[src/rtl/alu_seq_pkg.sv]
// Shared constants and state encoding for the ALU operation sequencer.
package alu_seq_pkg;

  localparam int DATA_W = 32;

  localparam logic [3:0] OP_ADD = 4'b0000;
  localparam logic [3:0] OP_SUB = 4'b0001;

  typedef enum logic [1:0] {
    IDLE   = 2'd0,
    SETTLE = 2'd1,
    RESP   = 2'd2
  } seq_state_t;

endpackage

[src/rtl/alu_ovf_detect.sv]
// Signed overflow flag for ADD/SUB from operand and result sign bits.
// Any opcode other than ADD or SUB never reports overflow.
module alu_ovf_detect
  import alu_seq_pkg::*;
(
  input  logic [3:0] opcode,
  input  logic       a_msb,
  input  logic       b_msb,
  input  logic       out_msb,
  output logic       ovf
);

  // Same-sign add or opposite-sign subtract that flips the sign of operand 1
  always_comb begin
    ovf = 1'b0;
    case (opcode)
      OP_ADD:  ovf = (a_msb == b_msb) && (out_msb != a_msb);
      OP_SUB:  ovf = (a_msb != b_msb) && (out_msb != a_msb);
      default: ovf = 1'b0;
    endcase
  end

endmodule

[src/rtl/alu_op_sequencer.sv]
// Clocked request/response front end for the combinational alu_simple.
// One operation is in flight at a time: operands are launched on accept,
// the ALU result is captured SETTLE_CYCLES edges later and held until the
// consumer takes it.
module alu_op_sequencer
  import alu_seq_pkg::*;
#(
  parameter int SETTLE_CYCLES = 1,
  parameter int CNT_W         = 16
)
(
  input  logic              clk,
  input  logic              rst,

  input  logic              req_valid,
  output logic              req_ready,
  input  logic [DATA_W-1:0] req_In1,
  input  logic [DATA_W-1:0] req_In2,
  input  logic [3:0]        req_opcode,
  input  logic [4:0]        req_SR_Bit,
  input  logic [2:0]        req_SR_Cont,
  input  logic [3:0]        req_tag,

  output logic [DATA_W-1:0] alu_In1,
  output logic [DATA_W-1:0] alu_In2,
  output logic [3:0]        alu_opcode,
  output logic [4:0]        alu_SR_Bit,
  output logic [2:0]        alu_SR_Cont,
  input  logic [DATA_W-1:0] alu_Out,

  output logic              rsp_valid,
  input  logic              rsp_ready,
  output logic [DATA_W-1:0] rsp_Out,
  output logic              rsp_ovf,
  output logic [3:0]        rsp_tag,
  output logic [CNT_W-1:0]  ovf_count
);

  localparam int SC_W = 4;

  generate
    if (SETTLE_CYCLES < 1 || SETTLE_CYCLES > 15) begin : g_bad_settle
      $error("alu_op_sequencer: SETTLE_CYCLES must be in 1..15");
    end
  endgenerate

  seq_state_t      state;
  logic [SC_W-1:0] settle_cnt;
  logic [3:0]      tag_q;
  logic            ovf;

  // Overflow is judged on the launched operands and the settled ALU output
  alu_ovf_detect u_ovf_detect (
    .opcode  (alu_opcode),
    .a_msb   (alu_In1[DATA_W-1]),
    .b_msb   (alu_In2[DATA_W-1]),
    .out_msb (alu_Out[DATA_W-1]),
    .ovf     (ovf)
  );

  // Ready is gated by reset so nothing is offered while the block is held
  assign req_ready = (state == IDLE) && !rst;
  assign rsp_tag   = tag_q;

  // Sequencer FSM: launch on accept, count down the settle time, hold the response
  always_ff @(posedge clk or posedge rst) begin
    if (rst) begin
      state       <= IDLE;
      settle_cnt  <= '0;
      tag_q       <= '0;
      alu_In1     <= '0;
      alu_In2     <= '0;
      alu_opcode  <= '0;
      alu_SR_Bit  <= '0;
      alu_SR_Cont <= '0;
      rsp_valid   <= 1'b0;
      rsp_Out     <= '0;
      rsp_ovf     <= 1'b0;
      ovf_count   <= '0;
    end else begin
      case (state)
        IDLE: begin
          if (req_valid) begin
            alu_In1     <= req_In1;
            alu_In2     <= req_In2;
            alu_opcode  <= req_opcode;
            alu_SR_Bit  <= req_SR_Bit;
            alu_SR_Cont <= req_SR_Cont;
            tag_q       <= req_tag;
            settle_cnt  <= SC_W'(SETTLE_CYCLES);
            state       <= SETTLE;
          end
        end
        SETTLE: begin
          if (settle_cnt == SC_W'(1)) begin
            rsp_Out    <= alu_Out;
            rsp_ovf    <= ovf;
            rsp_valid  <= 1'b1;
            settle_cnt <= '0;
            state      <= RESP;
            if (ovf && (ovf_count != {CNT_W{1'b1}})) begin
              ovf_count <= ovf_count + CNT_W'(1);
            end
          end else begin
            settle_cnt <= settle_cnt - SC_W'(1);
          end
        end
        RESP: begin
          if (rsp_ready) begin
            rsp_valid <= 1'b0;
            state     <= IDLE;
          end
        end
        default: begin
          state <= IDLE;
        end
      endcase
    end
  end

endmodule

[config.mk]
export PLATFORM = sky130hd
export DESIGN_NAME = alu_op_sequencer
export DESIGN_NICKNAME = d
export VERILOG_FILES = /design/src/rtl/alu_seq_pkg.sv /design/src/rtl/alu_ovf_detect.sv /design/src/rtl/alu_op_sequencer.sv
export SDC_FILE = /design/constraint.sdc
export NUM_CORES = 1
export LEC_CHECK = 0
export ABC_AREA = 1
export CAP_MARGIN = 20
export CORE_UTILIZATION = 44
export CTS_BUF_LIST = sky130_fd_sc_hd__clkbuf_2 sky130_fd_sc_hd__clkbuf_4 sky130_fd_sc_hd__clkbuf_8
export DETAILED_ROUTE_END_ITERATION = 8
export PLACE_DENSITY_LB_ADDON = 0.2
export SLEW_MARGIN = 10
export SYNTH_ARGS = -nofsm -noshare
export SYNTH_HDL_FRONTEND = slang
export SYNTH_SLANG_ARGS = --single-unit
[constraint.sdc]
create_clock -name clk -period 5.7 [get_ports clk]
set_clock_uncertainty 0.05 [all_clocks]
set_input_delay 0.57 -clock clk [delete_from_list [all_inputs] [get_ports clk]]
set_output_delay 0.57 -clock clk [all_outputs]
set_load 0.05 [all_outputs]
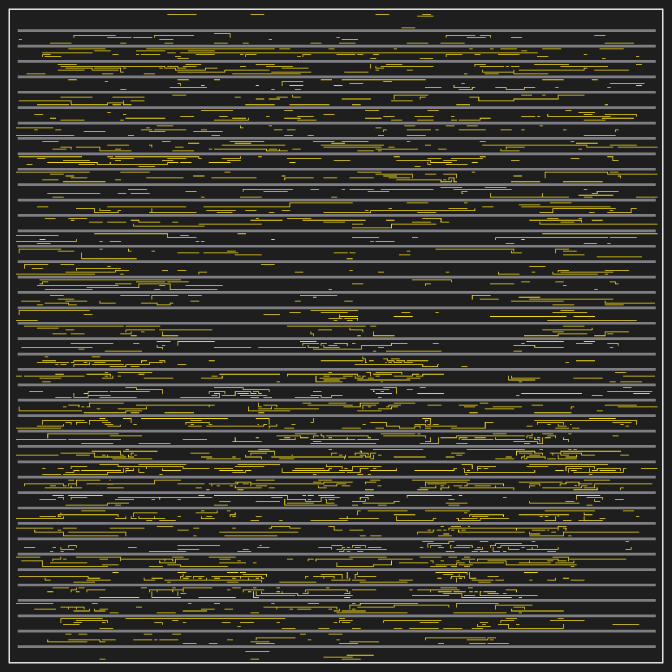
run_1/m1.png
Supply wires on this layer in grey.
- nets with wire on the layer: 757
- longest straight run: 63.0 um
- main direction: horizontal
- wire length on this layer: 5380 um

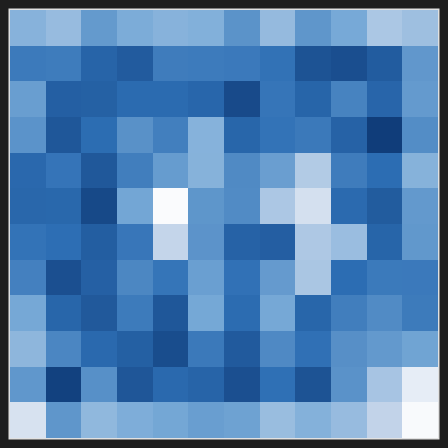
run_1/util_map.png
The die is cut into 12 by 12 equal tiles; white is low, dark blue is high, 0 to 100% covered.
- mean over tiles: 63%
- tiles over 75% full: 33%
- fullest tile: 95%
- densest ninth of the die: middle left

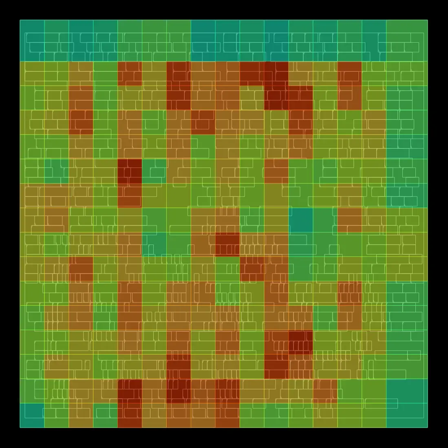
run_1/congestion_map.png
fraction of the core area covered by cells at the end of the flow: 70.3%
most used routing layer: met2
met3 Usage GRT: 7.43%
met1 demand-to-capacity share in global routing: 24.9%
Wirelength per Cell: 15.3 um

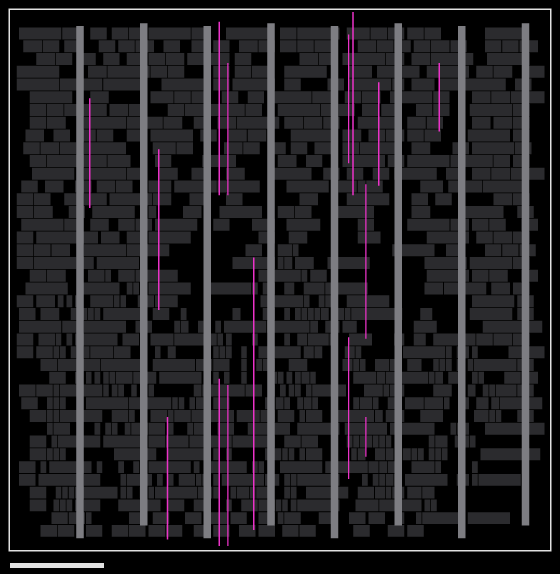
run_1/m4.png
Bar = 20 um. Supply wires on this layer in grey.
- main direction: vertical
- nets with wire on the layer: 12

==> flow report, run 1 <==
=============================================================================
Seq pwr                                                             0.00163 W
Number of vias per cell                                                  4.85
Highest metal layer used by the detailed router                          met4
Final Slew Violations                                                       0
# DRC                                                                       0
Combinational share of cell area                                        23.4%
Fin worst setup slack                                                 2730 ps
Setup repair after global routing missed its margin                     false
Total number of nets in the final design                                  876
Layout Area Growth over Synthesis                                       53.0%
Result of the run                                                finished, final reports clean
Die area                                                           13300 um^2
Total global routing track utilization                                  22.5%
Period minus WS final                                                 2970 ps
Cell area after synthesis                                           5640 um^2
Vias post-DR                                                             4526
Post-synth ARST share                                                    100%
Number of buffers created by CTS                                           17
GR Overflow Total                                                           0
Number of buffers outside the clock class in the layout                   248
Proportion of cell area spent on the clock network                      4.31%
Comb. pwr                                                           0.00322 W
Worst hold margin                                                      421 ps
CTS tree                                                                built
Clk root buf                                                     sky130_fd_sc_hd__clkbuf_8
Vias in the first global route                                           4567
Area share of the leading cell type in the synthesized netlist          60.4%
Detailed router's first-iteration violation count                         174
Sequential share of the synthesized area                                60.4%
Height of the chip                                                     115 um
Comb area                                                           2010 um^2
Top power group                                                  combinational cells
Share of power burned in the clock network                              13.3%
Worst VDD drop                                                         397 uV
RR Startpoint                                                    settle_cnt[1]
Fraction of final layout cells sized beyond drive strength 1            15.5%
Type of element launching the critical path                              flop
Crit path DRT                                                         5970 ps
=============================================================================
## run 1: cells by family after synthesis
group | share of synthesized area [%]
muxes | 14.8
adders and majority gates | 0.666
AOI/OAI and AO/OA | 1.93
and+or+nand+nor | 17.3
xor gates and xnor gates | 0.933
buffers and inverters | 4.02
DFF | 60.4
## run 1: worst register-to-register path, stage by stage, from the launching register on
cell,delay [ps]
sky130_fd_sc_hd__dfrtp_1,360
sky130_fd_sc_hd__inv_1,110
sky130_fd_sc_hd__ha_1,170
sky130_fd_sc_hd__nand3_2,120
sky130_fd_sc_hd__nor2_4,600
sky130_fd_sc_hd__clkinv_1,1030
sky130_fd_sc_hd__o21ai_0,440
## Run 2: what changed since run 1
clock period = 3 ns   (was 5.7 ns; I/O delays follow)
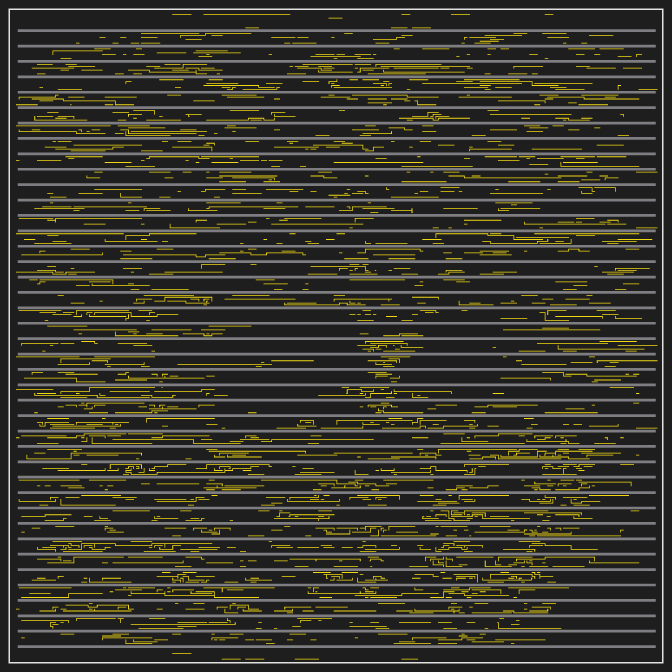
run_2/m1.png
Supply wires on this layer in grey.
- longest straight run: 18.9 um
- main direction: horizontal

==> run 2 against run 1 <==
Via count increased by 1.2%. Critical path depth shrank 4. Routed wire length rose by 3.5%. Combinational power up 92%. Final area up 1.3%. Worst hold slack worse by 310 ps. Non-clock buffer count increased by 6. Final cell count up 0.96%. Highest routed layer unchanged.
==> flow report, run 2 <==
================================================================================
Result of the run                                                   finished, final reports clean
Fin worst setup slack                                                     720 ps
Number of vias per cell                                                     4.86
Wirelength per Cell                                                      15.7 um
Final Slew Violations                                                          0
GR Overflow Total                                                              0
# DRC                                                                          0
Area share of the leading cell type in the synthesized netlist             60.4%
Clk root buf                                                        sky130_fd_sc_hd__clkbuf_8
Worst hold margin                                                         111 ps
Number of buffers created by CTS                                              17
Post-synth ARST share                                                       100%
Proportion of cell area spent on the clock network                         4.57%
Met3 Usage GRT                                                             7.22%
Height of the chip                                                        115 um
Vias post-DR                                                                4580
Number of buffers outside the clock class in the layout                      254
Total global routing track utilization                                     23.0%
Worst VDD drop                                                            786 uV
Cell area after synthesis                                              5640 um^2
Layout Area Growth over Synthesis                                          54.9%
Fraction of final layout cells sized beyond drive strength 1               16.5%
Period minus WS final                                                    2280 ps
Setup repair after global routing missed its margin                        false
CTS tree                                                                   built
Total number of nets in the final design                                     882
Fraction of the core area covered by cells at the end of the flow          71.2%
Comb area                                                              2010 um^2
Type of element launching the critical path                                 flop
Detailed router's first-iteration violation count                            216
================================================================================
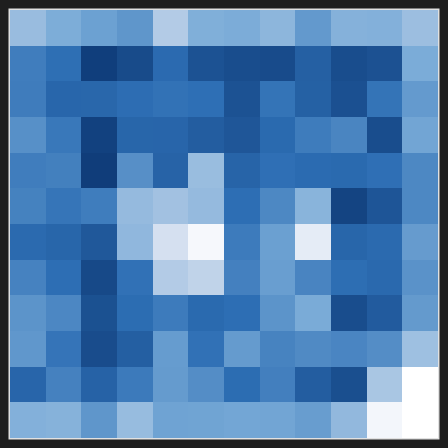
run_2/util_map.png
The die is cut into 12 by 12 equal tiles; white is low, dark blue is high, 0 to 100% covered.
- tiles over 75% full: 35%
- nearly empty tiles: 1.4%
- fullest tile: 95%
- mean over tiles: 64%

run 2: cell counts after synthesis:
Identical to the previous run, type by type.
run 2: kinds of logic after synthesis:
kind of cell / Yosys count / share of synthesized area [%]
compound gates: 20 / 1.93
xor+xnor: 6 / 0.933
fa+ha+maj: 3 / 0.666
buf+inv: 52 / 4.02
flops: 136 / 60.4
mux: 74 / 14.8
simple gates: 217 / 17.3
run 2: power by group:
part / internal, W / switching, W
registers: 0.00265 / 0.000453
logic: 0.00216 / 0.00402
clock network: 0.000835 / 0.000655
total: 0.00565 / 0.00513
run 2: per-stage QoR:
stage / area (um^2) / std cells
after floorplan: 5640 / 508
after global placement: 8310 / 911
after detailed placement: 8310 / 911
after CTS: 8710 / 942
after global routing: 8730 / 943
final: 8730 / 943
Power is estimated from default activity; no workload was simulated.
